==> src/rtl/calc_pkg.sv <==
// rtl/calc_pkg.sv - shared key codes, state encoding and widths for the calculator front end
package calc_pkg;

   localparam int KEY_W       = 5;
   localparam int NIBBLE_W    = 4;
   localparam int OPER_W      = 2 * NIBBLE_W;

   localparam logic [KEY_W-1:0] CODE_ENTER = 5'h10;
   localparam logic [KEY_W-1:0] CODE_CLEAR = 5'h11;
   localparam logic [KEY_W-1:0] CODE_BKSP  = 5'h12;
   localparam logic [KEY_W-1:0] DIGIT_MAX  = 5'h0F;

   typedef enum logic [1:0] {
      S_A,
      S_B,
      S_HOLD
   } state_t;

   function automatic logic is_digit(input logic [KEY_W-1:0] code);
      return code <= DIGIT_MAX;
   endfunction

endpackage

==> src/rtl/operand_entry_if.sv <==
// rtl/operand_entry_if.sv - operand pair handshake toward the nibble-split adder
interface operand_entry_if;
   import calc_pkg::*;

   logic                ops_valid;
   logic                ops_ready;
   logic [NIBBLE_W-1:0] a0;
   logic [NIBBLE_W-1:0] a1;
   logic [NIBBLE_W-1:0] b0;
   logic [NIBBLE_W-1:0] b1;

   modport master (
      output ops_valid,
      output a0,
      output a1,
      output b0,
      output b1,
      input  ops_ready
   );

   modport slave (
      input  ops_valid,
      input  a0,
      input  a1,
      input  b0,
      input  b1,
      output ops_ready
   );

endinterface

==> src/rtl/operand_entry_hex_digit_reg.sv <==
// rtl/operand_entry_hex_digit_reg.sv - two-digit hex shift register with digit count
module hex_digit_reg
   import calc_pkg::*;
(
   input  logic                clk,
   input  logic                rst_n,
   input  logic                push,
   input  logic                pop,
   input  logic                clr,
   input  logic [NIBBLE_W-1:0] digit,
   output logic [OPER_W-1:0]   value,
   output logic [1:0]          count,
   output logic                full,
   output logic                empty
);

   assign full  = (count == 2'd2);
   assign empty = (count == 2'd0);

   // clr wins over push, push over pop; saturating at both ends
   always_ff @(posedge clk or negedge rst_n) begin
      if (!rst_n) begin
         value <= '0;
         count <= 2'd0;
      end else if (clr) begin
         value <= '0;
         count <= 2'd0;
      end else if (push && !full) begin
         value <= {value[NIBBLE_W-1:0], digit};
         count <= count + 2'd1;
      end else if (pop && !empty) begin
         value <= {{NIBBLE_W{1'b0}}, value[OPER_W-1:NIBBLE_W]};
         count <= count - 2'd1;
      end
   end

endmodule

==> src/rtl/operand_entry.sv <==
// rtl/operand_entry.sv - keypad operand assembly FSM holding an A/B pair under valid/ready
module operand_entry
   import calc_pkg::*;
(
   input  logic                  clk,
   input  logic                  rst_n,
   input  logic                  key_valid,
   input  logic [KEY_W-1:0]      key_code,
   operand_entry_if.master       ops,
   output logic [OPER_W-1:0]     disp_val,
   output logic                  disp_sel,
   output logic                  key_err
);

   state_t              state, state_nxt;
   logic                valid_q, valid_nxt;
   logic                err_nxt;
   logic                push_a, pop_a, push_b, pop_b, clr_all;
   logic                transfer;
   logic [OPER_W-1:0]   val_a, val_b;
   logic [1:0]          cnt_a, cnt_b;
   logic                full_a, empty_a, full_b, empty_b;

   hex_digit_reg u_reg_a (
      .clk   (clk),
      .rst_n (rst_n),
      .push  (push_a),
      .pop   (pop_a),
      .clr   (clr_all),
      .digit (key_code[NIBBLE_W-1:0]),
      .value (val_a),
      .count (cnt_a),
      .full  (full_a),
      .empty (empty_a)
   );

   hex_digit_reg u_reg_b (
      .clk   (clk),
      .rst_n (rst_n),
      .push  (push_b),
      .pop   (pop_b),
      .clr   (clr_all),
      .digit (key_code[NIBBLE_W-1:0]),
      .value (val_b),
      .count (cnt_b),
      .full  (full_b),
      .empty (empty_b)
   );

   assign transfer = (state == S_HOLD) && valid_q && ops.ops_ready;

   always_ff @(posedge clk or negedge rst_n) begin
      if (!rst_n) begin
         state   <= S_A;
         valid_q <= 1'b0;
         key_err <= 1'b0;
      end else begin
         state   <= state_nxt;
         valid_q <= valid_nxt;
         key_err <= err_nxt;
      end
   end

   always_comb begin
      state_nxt = state;
      valid_nxt = valid_q;
      err_nxt   = 1'b0;
      push_a    = 1'b0;
      pop_a     = 1'b0;
      push_b    = 1'b0;
      pop_b     = 1'b0;
      clr_all   = 1'b0;

      // a transfer always completes; any non-CLEAR key on that edge is still a held-state reject
      if (transfer) begin
         state_nxt = S_A;
         valid_nxt = 1'b0;
         clr_all   = 1'b1;
         err_nxt   = key_valid && (key_code != CODE_CLEAR);
      end else if (key_valid) begin
         if (key_code == CODE_CLEAR) begin
            state_nxt = S_A;
            valid_nxt = 1'b0;
            clr_all   = 1'b1;
         end else if (key_code > CODE_BKSP) begin
            err_nxt = 1'b1;
         end else begin
            unique case (state)
               S_A: begin
                  if (is_digit(key_code)) begin
                     if (full_a) err_nxt = 1'b1;
                     else        push_a  = 1'b1;
                  end else if (key_code == CODE_BKSP) begin
                     pop_a = 1'b1;
                  end else begin
                     state_nxt = S_B;
                  end
               end
               S_B: begin
                  if (is_digit(key_code)) begin
                     if (full_b) err_nxt = 1'b1;
                     else        push_b  = 1'b1;
                  end else if (key_code == CODE_BKSP) begin
                     if (empty_b) state_nxt = S_A;
                     else         pop_b     = 1'b1;
                  end else begin
                     state_nxt = S_HOLD;
                     valid_nxt = 1'b1;
                  end
               end
               S_HOLD: begin
                  err_nxt = 1'b1;
               end
               default: begin
                  state_nxt = S_A;
               end
            endcase
         end
      end
   end

   assign ops.ops_valid = valid_q;
   assign ops.a0        = val_a[NIBBLE_W-1:0];
   assign ops.a1        = val_a[OPER_W-1:NIBBLE_W];
   assign ops.b0        = val_b[NIBBLE_W-1:0];
   assign ops.b1        = val_b[OPER_W-1:NIBBLE_W];
   assign disp_sel      = (state == S_B);
   assign disp_val      = (state == S_B) ? val_b : val_a;

   // digit-count flags must track the counts they are derived from
   assert property (@(posedge clk) disable iff (!rst_n)
      (full_a == (cnt_a == 2'd2)) && (empty_a == (cnt_a == 2'd0)) &&
      (full_b == (cnt_b == 2'd2)) && (empty_b == (cnt_b == 2'd0)));

endmodule
==> src/flat_wrapper.sv <==
// flat-port wrapper written by rule: the top's interface ports become plain ports
module operand_entry_flat import calc_pkg::*;
  (clk, rst_n, key_valid, key_code, disp_val, disp_sel, key_err, ops_ops_valid, ops_a0, ops_a1, ops_b0, ops_b1, ops_ops_ready);
  operand_entry_if ops_i ();
  input  logic clk;
  input  logic rst_n;
  input  logic key_valid;
  input  logic [KEY_W-1:0] key_code;
  output logic [OPER_W-1:0] disp_val;
  output logic disp_sel;
  output logic key_err;
  output wire logic [$bits(ops_i.ops_valid)-1:0] ops_ops_valid;
  output wire logic [$bits(ops_i.a0)-1:0] ops_a0;
  output wire logic [$bits(ops_i.a1)-1:0] ops_a1;
  output wire logic [$bits(ops_i.b0)-1:0] ops_b0;
  output wire logic [$bits(ops_i.b1)-1:0] ops_b1;
  input wire logic [$bits(ops_i.ops_ready)-1:0] ops_ops_ready;
  assign ops_ops_valid = ops_i.ops_valid;
  assign ops_a0 = ops_i.a0;
  assign ops_a1 = ops_i.a1;
  assign ops_b0 = ops_i.b0;
  assign ops_b1 = ops_i.b1;
  assign ops_i.ops_ready = ops_ops_ready;
  operand_entry u_core (.clk(clk), .rst_n(rst_n), .key_valid(key_valid), .key_code(key_code), .ops(ops_i), .disp_val(disp_val), .disp_sel(disp_sel), .key_err(key_err));
endmodule
==> config.mk <==
export PLATFORM = sky130hd
export DESIGN_NAME = operand_entry_flat
export DESIGN_NICKNAME = d
export VERILOG_FILES = /design/src/rtl/calc_pkg.sv /design/src/rtl/operand_entry_if.sv /design/src/rtl/operand_entry_hex_digit_reg.sv /design/src/rtl/operand_entry.sv /design/src/flat_wrapper.sv
export SDC_FILE = /design/constraint.sdc
export NUM_CORES = 1
export LEC_CHECK = 0
export ABC_AREA = 1
export CAP_MARGIN = 5
export CELL_PAD_IN_SITES_DETAIL_PLACEMENT = 0
export CELL_PAD_IN_SITES_GLOBAL_PLACEMENT = 1
export CORE_MARGIN = 4
export CORE_UTILIZATION = 35
export CTS_CLUSTER_DIAMETER = 100
export CTS_CLUSTER_SIZE = 14
export DETAILED_ROUTE_END_ITERATION = 8
export PLACE_DENSITY_LB_ADDON = 0.3
export SYNTH_ARGS = -nofsm -noshare
export SYNTH_HDL_FRONTEND = slang
export SYNTH_HIERARCHICAL = 1
export SYNTH_SLANG_ARGS = --single-unit
==> constraint.sdc <==
create_clock -name clk -period 1.75 [get_ports clk]
set_input_delay 0.2625 -clock clk [delete_from_list [all_inputs] [get_ports clk]]
set_output_delay 0.2625 -clock clk [all_outputs]
set_load 0.05 [all_outputs]
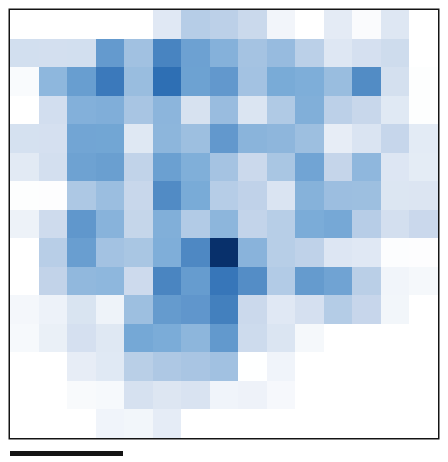
Run 1: wiring heat map
Bar = 20 um. 15 x 15 tiles, from white (low) to dark blue (high), scaled to the fullest tile. Values are wire area over tile area, all layers added.
tiles over half the peak: 15%
emptiest ninth of the die: bottom right
nearly empty tiles: 22%
fullest tile: 0.45

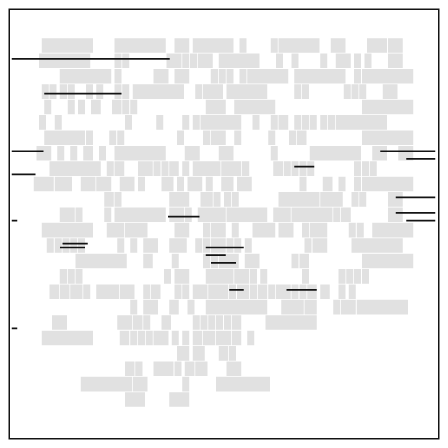
Run 1: M3 wires
share of all routed wire: 2.9%
longest straight run: 27.6 um
main direction: horizontal
wire length on this layer: 122 um
nets with wire on the layer: 19

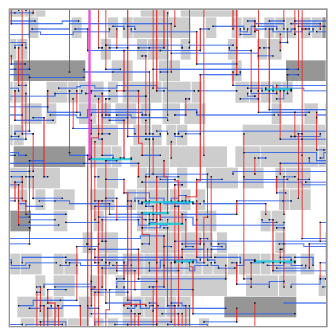
Run 1: zoomed window
Region (18, 18) to (58, 58) um. Cells in grey, sequential cells in the stronger grey; small squares are vias.
[M3] cyan
[M2] red
[M1] blue
[M4] magenta
sequential cells in the window: 4
netlist names of flops here include: u_core/u_reg_a/value (2)
most frequent: nand2_1 (41), buf_4 (22), inv_1 (19)
cells with their middle in the window: 140

==> results.yml, run 1 <==
# generated from flow reports
worst_setup_path:
  worstPathCellList: "inv_2 > nand2_2 > inv_2 > buf_6 > nand2_1 > nand2_1 > buf_12"
  ff2ff_setup_slack_ns: 0.20
  arrival_ns: 1.38
  reg2reg_from: "u_core/state[1]"
  cp_num_buf_inv: 4
  crit_required_ns: 1.49
  r2r_cells: 10
  slowest_stage: "dfrtp_2"
  cp-end-kind: "output port"
  crit_family: "flip-flops"
  startpoint_type: "register"
  crit_type: "register to output port"
  crit_fanout: 10
final_timing:
  finalHoldViolCount: 0
  tightest_slew_ns: 0.325
  max_clock_freq_mhz: 609
  period_minus_slack_ns: 1.64
  rsz0062_at_grt: "no"
  finalClockPeriodUsage_pct: 93.8
  setup_viol: 0
floorplanning:
  fp-utilization_pct: 36.5
  std_cell_rows: 24
  core_um2: 4380
status:
  status: "completed"
global_routing:
  overflow: 0
  grt_pass1_wl_um: 6930
  grt_pass1_vias: 1454
  track_usage_pct: 15.6
yosys:
  syn_nets: 243
  synth_area_um2: 1600
  yosys_warnings: 6
  syn_avg_cell_area_um2: 6.84
layout:
  fin_util_pct: 52.7
  layout-drive-gt1-share_pct: 29.5
  nets: 308
place:
  dp_hpwl_um: 3300
clocking:
  cts_tree: "built"
  root_buffer: "clkbuf_8"
  path_clk_slew_ns: 0.10
hold_path:
  hp-class: "input port to async pin"
route:
  ant_nets: 0
  drc: 0
  drt_iter0_drc: 58
  route.detailed.vias_per_inst: 4.42
pwr:
  p_leak_nw: 1.29
  power_w: 0.00385
  power_density_nw_per_um2: 1660
run 1: how the worst max path moves through the flow:
| stage | from | to | depth (start not counted) |
|---|---|---|---|
| after detailed placement | key_code[4] | u_core/u_reg_b/value[0] | 9 |
| after CTS | u_core/state[1] | disp_val[1] | 7 |
| after floorplan | u_core/ops.ops_valid | u_core/u_reg_a/value[0] | 7 |
| after global routing | u_core/state[1] | disp_val[1] | 7 |
| after global placement | key_code[4] | u_core/u_reg_b/value[0] | 9 |
| final | u_core/state[1] | disp_val[0] | 7 |
run 1: layout make-up:
class                   instances  area (um2)
flip-flops and latches         24         602
inverters                      31         126
well taps                      52        65.1
clock inverters                 1        30.0
fillers                       437        2070
repair buffers                 64         629
clock buffers                   3        41.3
multi-input cells             175         818
run 1: registers in the layout, indices dropped and copies added (netlist names):
register              flops
u_core/ops.ops_valid      1
u_core/state              2
u_core/key_err            1
u_core/u_reg_b/value      8
u_core/u_reg_a/count      2
u_core/u_reg_a/value      8
u_core/u_reg_b/count      2
run 1: report_power, final:
group          internal [W]  switching [W]
Clock              0.000306       0.000201
Sequential         0.000739       0.000210
Combinational      0.000920        0.00147
Total               0.00196        0.00188
run 1: routing by layer:
layer / wire (um) / vias to the layer above / track usage (%)
li1: - / 846 / -
met1: 2120 / 672 / 23.5
met2: 1910 / 28 / 23.6
met3: 121 / 2 / 1.98
met4: 27 / 0 / 3.88
met5: 0 / - / 0
run 1: per-stage QoR:
stage / instance area, um2 / hold WS (ns) / setup TNS [ns] / setup slack (ns)
2_1_floorplan: 1600 / -0.0331 / 0 / 0.117
4_1_cts: 2300 / 0.356 / 0 / 0.0314
5_1_grt: 2310 / 0.369 / 0 / 0.00510
6_report: 2310 / 0.342 / 0 / 0.109
3_5_place_dp: 2230 / 0.527 / -1.67 / -0.113
3_3_place_gp: 2230 / 0.524 / -1.25 / -0.105
run 1: cells in the final DEF (no fill, tap or decap), drive strengths merged:
master           n
nor2            19
nand4            1
inv             31
bufinv           1
clkbuf           3
clkdlybuf4s50    8
o21bai           1
a21oi            7
o21ai           17
nand2          119
nand3            8
buf             56
nor3             3
dfrtp           24
run 1: worst reg2reg max path: cells and delay by family, from the launching register on:
| family | cells | cell delay (ns) |
|---|---|---|
| and+or+nand+nor | 6 | 0.48 |
| DFF | 1 | 0.45 |
| buffers and inverters | 3 | 0.29 |
| AOI/OAI and AO/OA | 1 | 0.27 |
run 1: what timing repair did:
| action | 4_1_cts | 5_1_grt |
|---|---|---|
| hold buffers | 0 | 0 |
| endpoints found under the setup margin | 0 | 8 |
| gates resized | 0 | 2 |
| setup buffers | 0 | 1 |
==> run 2, diff against run 1 <==
--- a/config.mk
+++ b/config.mk
@@ -19,3 +19,4 @@
 export SYNTH_HDL_FRONTEND = slang
 export SYNTH_HIERARCHICAL = 1
 export SYNTH_SLANG_ARGS = --single-unit
+export TNS_END_PERCENT = 30
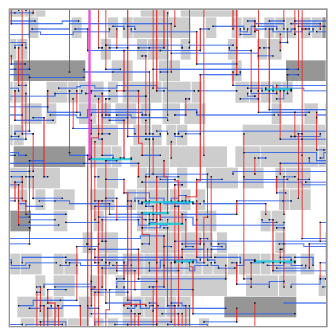
Run 2: zoomed window
Region (18, 18) to (58, 58) um. Cells in grey, sequential cells in the stronger grey; small squares are vias.
[M1] blue
[M3] cyan
[M4] magenta
[M2] red
sequential cells in the window: 4
netlist names of flops here include: u_core/u_reg_a/value (2)
cells with their middle in the window: 140
most frequent: nand2_1 (41), buf_4 (22), inv_1 (19)

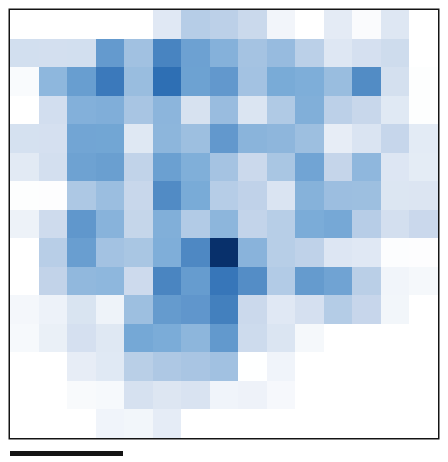
Run 2: wiring heat map
Bar = 20 um. 15 x 15 tiles, from white (low) to dark blue (high), scaled to the fullest tile. Values are wire area over tile area, all layers added.
mean over tiles: 0.11
emptiest ninth of the die: bottom right
densest ninth of the die: middle
nearly empty tiles: 22%
tiles over half the peak: 15%
GRT Total Usage: 15.6%
DRT Wirelength: 4180 um
routed len/inst: 11.9 um

==> run 2 against run 1 <==
Against the previous run: power did not move; clock power barely moved; via count did not move; die area did not move; sequential power barely moved; combinational power barely moved.
==> results.yml, run 2 <==
# generated from flow reports
status:
  status: "completed"
clocking:
  root_buffer: "clkbuf_8"
  cts_max_level: 1
  cts_buffers: 3
  cts_tree: "built"
  path_clk_slew_ns: 0.10
  clock_path_buffers: 2
  cts_sinks: 24
  clk-insertion-delay-late_ns: 0.27
place:
  gp_congestion: 0.819
  io_buffers: 35
  dp_hpwl_um: 3300
  dp_slack_ns: -0.113
  dp.cells: 345
worst_setup_path:
  crit_required_ns: 1.49
  startpoint_type: "register"
  arrival_ns: 1.38
  crit_fanout: 10
  cp-end-kind: "output port"
  crit_type: "register to output port"
global_routing:
  grt_pass1_wl_um: 6930
  antenna_found_initial: 0
  grt_pass1_vias: 1454
  grt_max_degree: 25
  overflow: 0
floorplanning:
  pin_count: 36
  std_cell_rows: 24
  die_area_um2: 5720
  fp-utilization_pct: 36.5
  die_h_um: 75.6
  die_w_um: 75.6
  core_um2: 4380
layout:
  fin_util_pct: 52.7
  layout-drive-gt1-share_pct: 29.5
  layout.cells.most_common: "nand2_1"
  fillerInstances: 437
  nets: 308
  reg_top3: "u_core/u_reg_a/value: 8 flops, u_core/u_reg_b/value: 8 flops"
  syn_to_final_growth_pct: 44.5
  n_antenna_cell: 0
  lay_top_cells: "nand2_1, buf_4, inv_1, dfrtp_1, o21ai_1"
  final_cells: 350
final_timing:
  max_clock_freq_mhz: 609
  fin_skew_ns: 0.00291
  setup_ws_ns: 0.109
  setup_viol: 0
  finalHoldViolCount: 0
  tightest_slew_ns: 0.325
  period_minus_slack_ns: 1.64
  rsz0062_at_grt: "no"
  finalClockPeriodUsage_pct: 93.8
  slew_viol_final: 0
  fin_tns_setup_ns: 0
  relSlewSlack_pct: 78.3
yosys:
  syn_inst: 234
  syn_avg_cell_area_um2: 6.84
  yosys_warnings: 6
  syn_nets: 243
  synth_area_um2: 1600
route:
  ant_nets: 0
  first_pass_iters: 5
  drt_iter0_drc: 58
  route.detailed.vias_per_inst: 4.42
  drc: 0
flow_run:
  warning_count: 26
  max_cap_viol_count: 0
hold_path:
  hp-class: "input port to async pin"
pwr:
  peakVddDrop_uv: 741
  power_density_nw_per_um2: 1660
  power_w: 0.00385
  p_leak_nw: 1.29
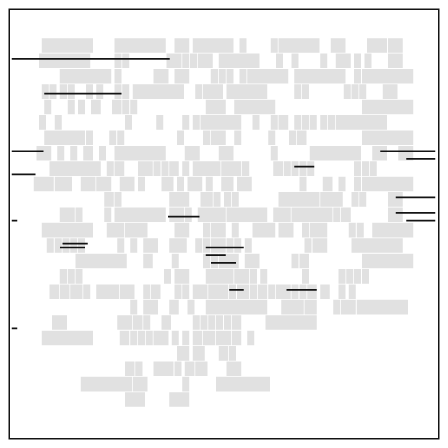
Run 2: M3 wires
wire length on this layer: 122 um
longest straight run: 27.6 um
share of all routed wire: 2.9%
nets with wire on the layer: 19
M3 GR Usage: 1.98%
via count: 1548

==> run 2: cell type report <==
cell class | instances | area, um2 | share of cell area, %
clock buffer | 3 | 41.3 | 1.79
timing repair buffer | 64 | 629 | 27.2
multi-input combinational | 175 | 818 | 35.4
inverter | 31 | 126 | 5.47
clock inverter | 1 | 30.0 | 1.30
tap | 52 | 65.1 | 2.81
sequential | 24 | 602 | 26.0
==> run 2: path summary, 6_finish.rpt <==
| path | from | end | slack [ns] | cells after the start |
|---|---|---|---|---|
| setup / recovery | u_core/state[1] | disp_val[0] | 0.11 | 7 |
| hold / removal | rst_n | u_core/u_reg_b/value[6] | 0.34 | 2 |
| setup reg to reg | u_core/state[1] | u_core/u_reg_b/count[1] | 0.20 | 10 |
| hold reg to reg | u_core/u_reg_b/value[0] | u_core/u_reg_b/value[0] | 0.55 | 2 |
| max in group asynchronous | rst_n | u_core/state[1] | 1.14 | 2 |
| min in group clk | u_core/u_reg_b/value[0] | u_core/u_reg_b/value[0] | 0.55 | 2 |
==> run 2: repair_timing <==
action                     in CTS  in global routing
gates resized                   0                  2
setup buffers                   0                  1
hold buffers                    0                  0
setup endpoints to repair       0                  8
==> run 2: stage by stage <==
stage | cell area, um2 | hold slack, ns
after floorplan | 1600 | -0.0331
after global placement | 2230 | 0.524
after detailed placement | 2230 | 0.527
after CTS | 2300 | 0.356
after global routing | 2310 | 0.369
final | 2310 | 0.342
==> run 2: worst max-delay path, cell delays in order (launching register included) <==
cell and delay (ns):
dfrtp_2 0.45, inv_2 0.07, nand2_2 0.06, inv_2 0.07, buf_6 0.14, nand2_1 0.07, nand2_1 0.10, buf_12 0.14
==> run 2: metal layers <==
metal	track usage [%]	vias up	wire (um)	share of wire, %
li1	-	846	-	-
met1	23.5	672	2120	51
met2	23.6	28	1910	46
met3	1.98	2	121	2.9
met4	3.88	0	27	0.65
met5	0	-	0	0
==> run 2: power by group <==
group,switching (W),internal (W)
clock,0.000201,0.000306
combinational,0.00147,0.000920
sequential,0.000210,0.000739
total,0.00188,0.00196
Power and IR drop assume default switching activity.
